--- src/rtl/instruction_fetch.sv ---
// -----------------------------------------------------------------------------
// instruction_fetch
//
// Instruction Fetch stage of a 5-stage RV32I pipeline. Owns the program
// counter, issues at most one outstanding fetch to instruction memory, and
// drives the IF/ID pipeline register consumed by decode.
//
// Ports
//   clk              in   rising-edge clock
//   reset            in   asynchronous active-low reset
//   pc_write         in   0 = freeze PC, issue no new request
//   ifid_write       in   0 = hold IF/ID contents
//   flush            in   load a bubble into IF/ID this cycle
//   redirect_valid   in   taken branch/jump resolved downstream
//   redirect_pc      in   redirect target (low two bits reported, then dropped)
//   imem_req_valid   out  fetch request valid
//   imem_req_ready   in   memory accepts the request
//   imem_req_addr    out  word-aligned fetch address
//   imem_resp_valid  in   response data valid (no backpressure)
//   imem_resp_data   in   fetched instruction word
//   ifid_valid       out  IF/ID holds a real instruction
//   ifid_pc          out  PC of ifid_ir
//   ifid_ir          out  instruction presented to decode
//   fetch_misaligned out  one-cycle pulse after a redirect to a misaligned PC
// -----------------------------------------------------------------------------
module instruction_fetch #(
    parameter logic [31:0] RESET_PC  = 32'h0000_0000,
    parameter logic [31:0] NOP_INSTR = 32'h0000_0013
) (
    input  logic        clk,
    input  logic        reset,
    input  logic        pc_write,
    input  logic        ifid_write,
    input  logic        flush,
    input  logic        redirect_valid,
    input  logic [31:0] redirect_pc,
    output logic        imem_req_valid,
    input  logic        imem_req_ready,
    output logic [31:0] imem_req_addr,
    input  logic        imem_resp_valid,
    input  logic [31:0] imem_resp_data,
    output logic        ifid_valid,
    output logic [31:0] ifid_pc,
    output logic [31:0] ifid_ir,
    output logic        fetch_misaligned
);

    // FETCH: idle, may issue a request
    // WAIT : one request outstanding, response will be used
    // HOLD : response captured in the buffer, waiting for IF/ID to open
    // DROP : one request outstanding, response will be discarded
    localparam logic [1:0] S_FETCH = 2'd0;
    localparam logic [1:0] S_WAIT  = 2'd1;
    localparam logic [1:0] S_HOLD  = 2'd2;
    localparam logic [1:0] S_DROP  = 2'd3;

    logic [1:0]  r_state;
    logic [31:0] r_pc;
    logic [31:0] r_req_pc;
    logic [31:0] r_buf_ir;
    logic        r_ifid_valid;
    logic [31:0] r_ifid_pc;
    logic [31:0] r_ifid_ir;
    logic        r_misaligned;

    logic [1:0]  w_next_state;
    logic [31:0] w_next_pc;
    logic [31:0] w_redirect_aligned;
    logic        w_req_fire;
    logic        w_deliver;
    logic [31:0] w_deliver_ir;
    logic        w_buf_load;

    assign w_redirect_aligned = {redirect_pc[31:2], 2'b00};

    // A redirect in the same cycle suppresses the request so the stale
    // sequential PC is never fetched.
    assign imem_req_valid = (r_state == S_FETCH) & pc_write & ~redirect_valid;
    assign imem_req_addr  = r_pc;
    assign w_req_fire     = imem_req_valid & imem_req_ready;

    // -------------------------------------------------------------------------
    // Next-state / next-PC logic
    // -------------------------------------------------------------------------
    always_comb begin
        // NOTE: every output of this block gets a default first, so no path
        // through the case can leave a signal unassigned and infer a latch.
        w_next_state = r_state;
        w_next_pc    = r_pc;
        w_deliver    = 1'b0;
        w_deliver_ir = imem_resp_data;
        w_buf_load   = 1'b0;

        case (r_state)
            S_FETCH: begin
                if (redirect_valid) begin
                    w_next_pc = w_redirect_aligned;
                end else if (w_req_fire) begin
                    w_next_pc    = r_pc + 32'd4;
                    w_next_state = S_WAIT;
                end
            end

            S_WAIT: begin
                if (redirect_valid) begin
                    w_next_pc = w_redirect_aligned;
                    // If the response is here now it is simply dropped;
                    // otherwise it is still in flight and must be absorbed.
                    w_next_state = imem_resp_valid ? S_FETCH : S_DROP;
                end else if (imem_resp_valid) begin
                    if (ifid_write) begin
                        w_deliver    = 1'b1;
                        w_next_state = S_FETCH;
                    end else begin
                        w_buf_load   = 1'b1;
                        w_next_state = S_HOLD;
                    end
                end
            end

            S_HOLD: begin
                w_deliver_ir = r_buf_ir;
                if (redirect_valid) begin
                    w_next_pc    = w_redirect_aligned;
                    w_next_state = S_FETCH;
                end else if (ifid_write) begin
                    w_deliver    = 1'b1;
                    w_next_state = S_FETCH;
                end
            end

            S_DROP: begin
                // The newest redirect target always wins; the in-flight
                // response is discarded whenever it shows up.
                if (redirect_valid) begin
                    w_next_pc = w_redirect_aligned;
                end
                if (imem_resp_valid) begin
                    w_next_state = S_FETCH;
                end
            end

            default: begin
                w_next_state = S_FETCH;
            end
        endcase
    end

    // -------------------------------------------------------------------------
    // Control state
    // -------------------------------------------------------------------------
    always_ff @(posedge clk or negedge reset) begin
        // NOTE: sequential state uses non-blocking assignments so every
        // register samples the pre-edge values, independent of statement order.
        if (!reset) begin
            r_state      <= S_FETCH;
            r_pc         <= RESET_PC;
            r_misaligned <= 1'b0;
        end else begin
            r_state      <= w_next_state;
            r_pc         <= w_next_pc;
            // Every redirect is accepted in every state, so the pulse only
            // depends on the redirect itself.
            r_misaligned <= redirect_valid & (|redirect_pc[1:0]);
        end
    end

    // -------------------------------------------------------------------------
    // Request PC and one-entry response buffer
    // -------------------------------------------------------------------------
    // NOTE: these payload registers have no reset; they are only read in
    // states (WAIT/HOLD) that are reachable solely after they were written.
    always_ff @(posedge clk) begin
        if (w_req_fire) begin
            r_req_pc <= r_pc;
        end
        if (w_buf_load) begin
            r_buf_ir <= imem_resp_data;
        end
    end

    // -------------------------------------------------------------------------
    // IF/ID register
    // -------------------------------------------------------------------------
    always_ff @(posedge clk or negedge reset) begin
        if (!reset) begin
            r_ifid_valid <= 1'b0;
            r_ifid_pc    <= 32'h0000_0000;
            r_ifid_ir    <= NOP_INSTR;
        end else if (flush) begin
            // Flush beats everything, including a delivery this cycle; the
            // PC is left alone since a bubble's PC is never consumed.
            r_ifid_valid <= 1'b0;
            r_ifid_ir    <= NOP_INSTR;
        end else if (ifid_write) begin
            if (w_deliver) begin
                r_ifid_valid <= 1'b1;
                r_ifid_pc    <= r_req_pc;
                r_ifid_ir    <= w_deliver_ir;
            end else begin
                r_ifid_valid <= 1'b0;
                r_ifid_ir    <= NOP_INSTR;
            end
        end
    end

    assign ifid_valid       = r_ifid_valid;
    assign ifid_pc          = r_ifid_pc;
    assign ifid_ir          = r_ifid_ir;
    assign fetch_misaligned = r_misaligned;

endmodule

--- config.mk ---
export PLATFORM = sky130hd
export DESIGN_NAME = instruction_fetch
export DESIGN_NICKNAME = d
export VERILOG_FILES = /design/src/rtl/instruction_fetch.sv
export SDC_FILE = /design/constraint.sdc
export NUM_CORES = 1
export LEC_CHECK = 0
export CORE_MARGIN = 3
export CORE_UTILIZATION = 49
export DETAILED_ROUTE_END_ITERATION = 12
export PLACE_DENSITY = 0.8
export SLEW_MARGIN = 10
export SYNTH_ARGS = -nofsm -noshare
export SYNTH_HDL_FRONTEND = slang
export SYNTH_SLANG_ARGS = --single-unit
--- constraint.sdc ---
create_clock -name clk -period 4.8 [get_ports clk]
set_clock_uncertainty 0.1 [all_clocks]
set_input_delay 0.48 -clock clk [delete_from_list [all_inputs] [get_ports clk]]
set_output_delay 0.48 -clock clk [all_outputs]
set_load 0.05 [all_outputs]
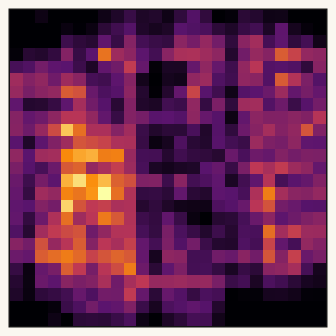
*Wiring heat map*
25 x 25 tiles, from black (low) to pale yellow (high), scaled to the fullest tile. Values are wire area over tile area, all layers added.
fullest tile: 0.67
tiles over half the peak: 11%
nearly empty tiles: 9.1%
densest ninth of the die: middle left

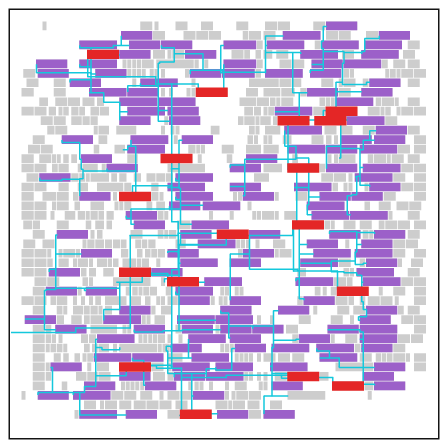
*Routed clock nets over the placement*
[red] clock-net drivers | count: 17
[purple] flip-flops | count: 158
[cyan] clock wires | length: 1730 um
routed clock nets: 18

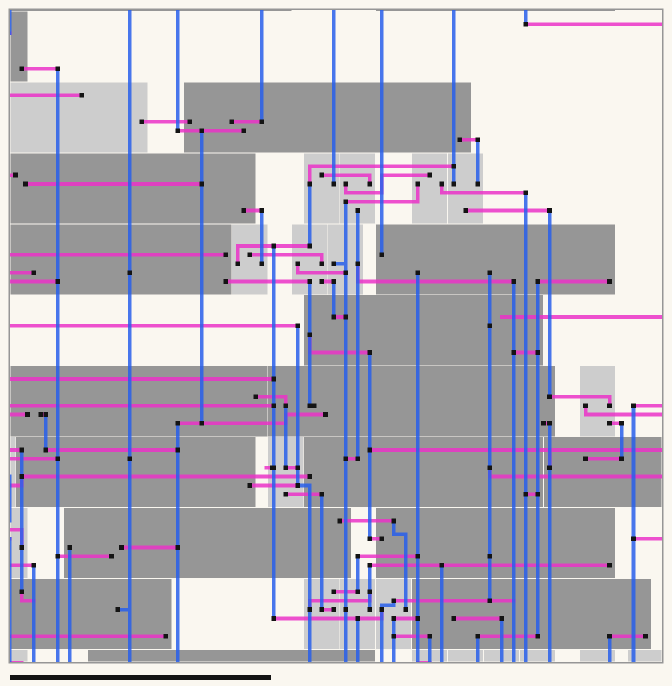
*A small window of the routed layout*
Scale bar: 10 um. Window x 49 to 74, y 24 to 49 um. Cells in grey, sequential cells in the stronger grey; small squares are vias.
[magenta] M1
[blue] M2
cells with their middle in the window: 26
most frequent: nand2_1 (12), dfrtp_1 (8), edfxtp_1 (5)
netlist names of flops here include: ifid_pc (5), r_req_pc (5), imem_req_addr (3)
sequential cells in the window: 13

==> results.txt <==
CP delay by family, top: buffers and inverters
Vias per cell: 5.47
Pin count of the biggest net entering global routing: 69
Post-CTS Resized: 0
Power per cell area: 547 nW/um^2
Post-synth regs: 158
Reg clk slew, reported paths: 0.06 ns
Starting DRC count in detailed routing: 369
Tot GR Track Use: 22.8%
Routed len/inst: 17.8 um
I/O pins: 171
Max Fanout on Critical Path: 43
Max-area cell share: 34.8%
Reg2reg end: ifid_ir[16]$_DFFE_PN0P_
Non-filler cells in the finished layout: 937
Critical path required time: 4.22 ns
R2R Setup Slk: 2.14 ns
Remaining antenna violation count after routing: 0
CTS max path bufs: 2
Largest stage delay, worst path: 0.52 ns
Main synth FF type: dfrtp_1
Worst R2R Path Depth: 6
Mapped Cells: 588
Number of OpenROAD warnings: 30
Worst Setup End Kind: output pin
Layout area overhead: 36.6%
Port-buffer cells: 166
Post-synth ARST share: 60.8%
Dominant logic cell type in the layout: clkdlybuf4s50_1
Max-slew violation count: 0
CTS tree: yes
Number of enable flip-flop cells: 62
Yosys warns: 0
Post-CTS setup buffers: 0
Critical Path Start: redirect_valid
Core area: 13300 sq um
Net count, final: 826
Sequential fraction of the synthesis area: 63.7%
RSZ-0062 raised after global routing: false
HP Class: input pin to async pin
Total of max-cap violations: 0
Worst IR Drop VDD: 0.294 mV
Die H: 123 um
Final min period: 2.73 ns
CTS Buf Count: 17
Placed cells: 905
Die X: 123 um
Cell Area, Synth: 6700 sq um
Setup violators final: 0
Crit path depth: 6
Fin crit share: 56.8%
Fmax: 367 MHz
Post-Route WL: 16.6 mm
Sink Count: 158
Top cells by area: dfrtp_1 (35%), edfxtp_1 (28%), nand2_1 (8.7%), mux2i_1 (4.8%), o21ai_0 (3.7%)
Hpwl dp: 11.4 mm
Syn avg cell area: 11.4 sq um
Initial antenna violation count: 0
Startpoint types: input pin
Most frequent cells in the layout: clkdlybuf4s50_1 (164), nand2_1 (156), dfrtp_1 (93)
H-tree levels: 4
Cell count listed in synth_stat.txt: 588
Vias in the first global route: 5131
Hold Buf Count CTS: 0
Area figure in the yosys stat output: 6700 sq um
First-pass GRT wire length: 26.6 mm
CP dominant cell by count: buf_4
CTS Root Cell: clkbuf_16
Late-Pin Clk Latency: 0.42 ns
Critical R2R Launch: r_state[0]$_DFFE_PN0P_
Share of cells above drive strength 1: 7.88%
# fillers: 951
Global route overflow: 0
Chip Footprint: 15100 sq um
Core Util at FP: 50.4%
Post-route DRC: 0
Worst-Margin Slew: 0.895 ns
Top cell type by total area after synthesis: dfrtp_1
Diode count: 0
Crit Path Class: input pin to output pin
Critical Path End: imem_req_valid
Power, Total: 0.00500 W
GP Congestion: 0.859
Lkg Pwr: 3.62 nW
Slew margin rel.: 40.3%
Crit path DAT: 2.15 ns
Setup TNS: 0 ns
Unique cell types: 56
DR vias: 5124
Worst path slowest cell: clkdlybuf4s50_1
Final Hold Viols: 0
DRT Pass-1 Iters: 4
Row count: 42
Buffer and inverter count on the worst path: 4
Crit-path cells: clkdlybuf4s50_1, buf_4, nor2b_1, buf_4, and2_1, buf_4
Status: complete, no violations
## layout make-up
cell class                      count  area (sq um)  area share (%)
Clock buffer                       21           450            4.92
Clock inverter                     11           214            2.34
Inverter                            4          15.0           0.164
Multi-Input combinational cell    394          2270            24.8
Sequential cell                   158          4270            46.6
Tap cell                          176           220            2.41
Timing Repair Buffer              173          1710            18.7
## state kept, by name, summed over array words and instances (netlist names)
name	count
r_state	2
ifid_valid	1
imem_req_addr	30
fetch_misaligned	1
r_req_pc	30
ifid_ir	32
r_buf_ir	32
ifid_pc	30
## worst min-delay path by stage
stage / end / slack [ns] / cells past startpoint
6_report: ifid_pc[11]$_DFFE_PN0P_ / 0.07 / 1
5_1_grt: ifid_pc[11]$_DFFE_PN0P_ / 0.14 / 1
4_1_cts: ifid_pc[11]$_DFFE_PN0P_ / 0.10 / 1
3_3_place_gp: ifid_pc[3]$_DFFE_PN0P_ / 0.32 / 2
3_5_place_dp: ifid_pc[31]$_DFFE_PN0P_ / 0.33 / 2
2_1_floorplan: fetch_misaligned$_DFF_PN0_ / 0.08 / 0
## kinds of logic after synthesis
family | count (synthesis) | share of synthesized area (%)
and+or+nand+nor | 241 | 16.9
DFF | 158 | 63.7
AOI/OAI and AO/OA | 97 | 8.58
buffers and inverters | 39 | 2.95
muxes | 34 | 5.12
xor gates and xnor gates | 12 | 1.57
adders and majority gates | 6 | 1.12
other | 1 | 0.0560
## routing by layer
layer  up-vias  track usage [%]  part of all wire [%]  routed length (um)
li1       2378                -                     -                   -
met1      2470             32.5                    44                7280
met2       257             34.3                    46                7610
met3        19             6.77                   9.4                1570
met4         0             6.44                   1.1                 183
met5         -                0                     0                   0
## worst register-to-register path, cell delays in order (launching register included)
cell and delay, ns:
dfrtp_1 0.41, inv_1 0.12, ha_2 0.17, buf_4 0.46
a21oi_1 0.17, or4b_4 0.82, o21ai_0 0.32
## cells in the mapped netlist (2+ instances only)
cell type,instances
a211oi_1,4
a21oi_1,19
a311oi_1,2
a31oi_1,3
a32oi_1,3
and2_1,4
and3_1,8
and4_1,2
buf_2,11
buf_4,4
buf_6,3
clkbuf_1,17
dfrtp_1,93
dfstp_2,3
edfxtp_1,62
ha_1,6
inv_1,4
mux2_2,2
mux2i_1,32
nand2_1,156
nand2b_1,3
nand3_1,9
nand4_1,7
nor2_1,21
nor2b_1,4
nor3_1,11
nor4_1,3
o21ai_0,50
o21ai_1,2
o22ai_1,4
xnor2_1,6
xor2_1,6
## stage by stage
step                cell area, sq um  hold slack [ns]  utilization, %  worst slack, ns
detailed placement              8480            0.328            63.7             1.67
global route                    9150            0.135            68.8             1.91
floorplan                       6710           0.0844               -            0.987
global placement                8480            0.319            63.7             1.84
finish                          9150           0.0726            68.8             2.07
CTS                             9140            0.104            68.7             1.65
## where the power goes
part | switching [W] | internal [W]
Combinational | 0.00111 | 0.000556
Sequential | 0.000192 | 0.00164
Clock | 0.000515 | 0.000988
Total | 0.00182 | 0.00319
Power and IR drop assume default switching activity.
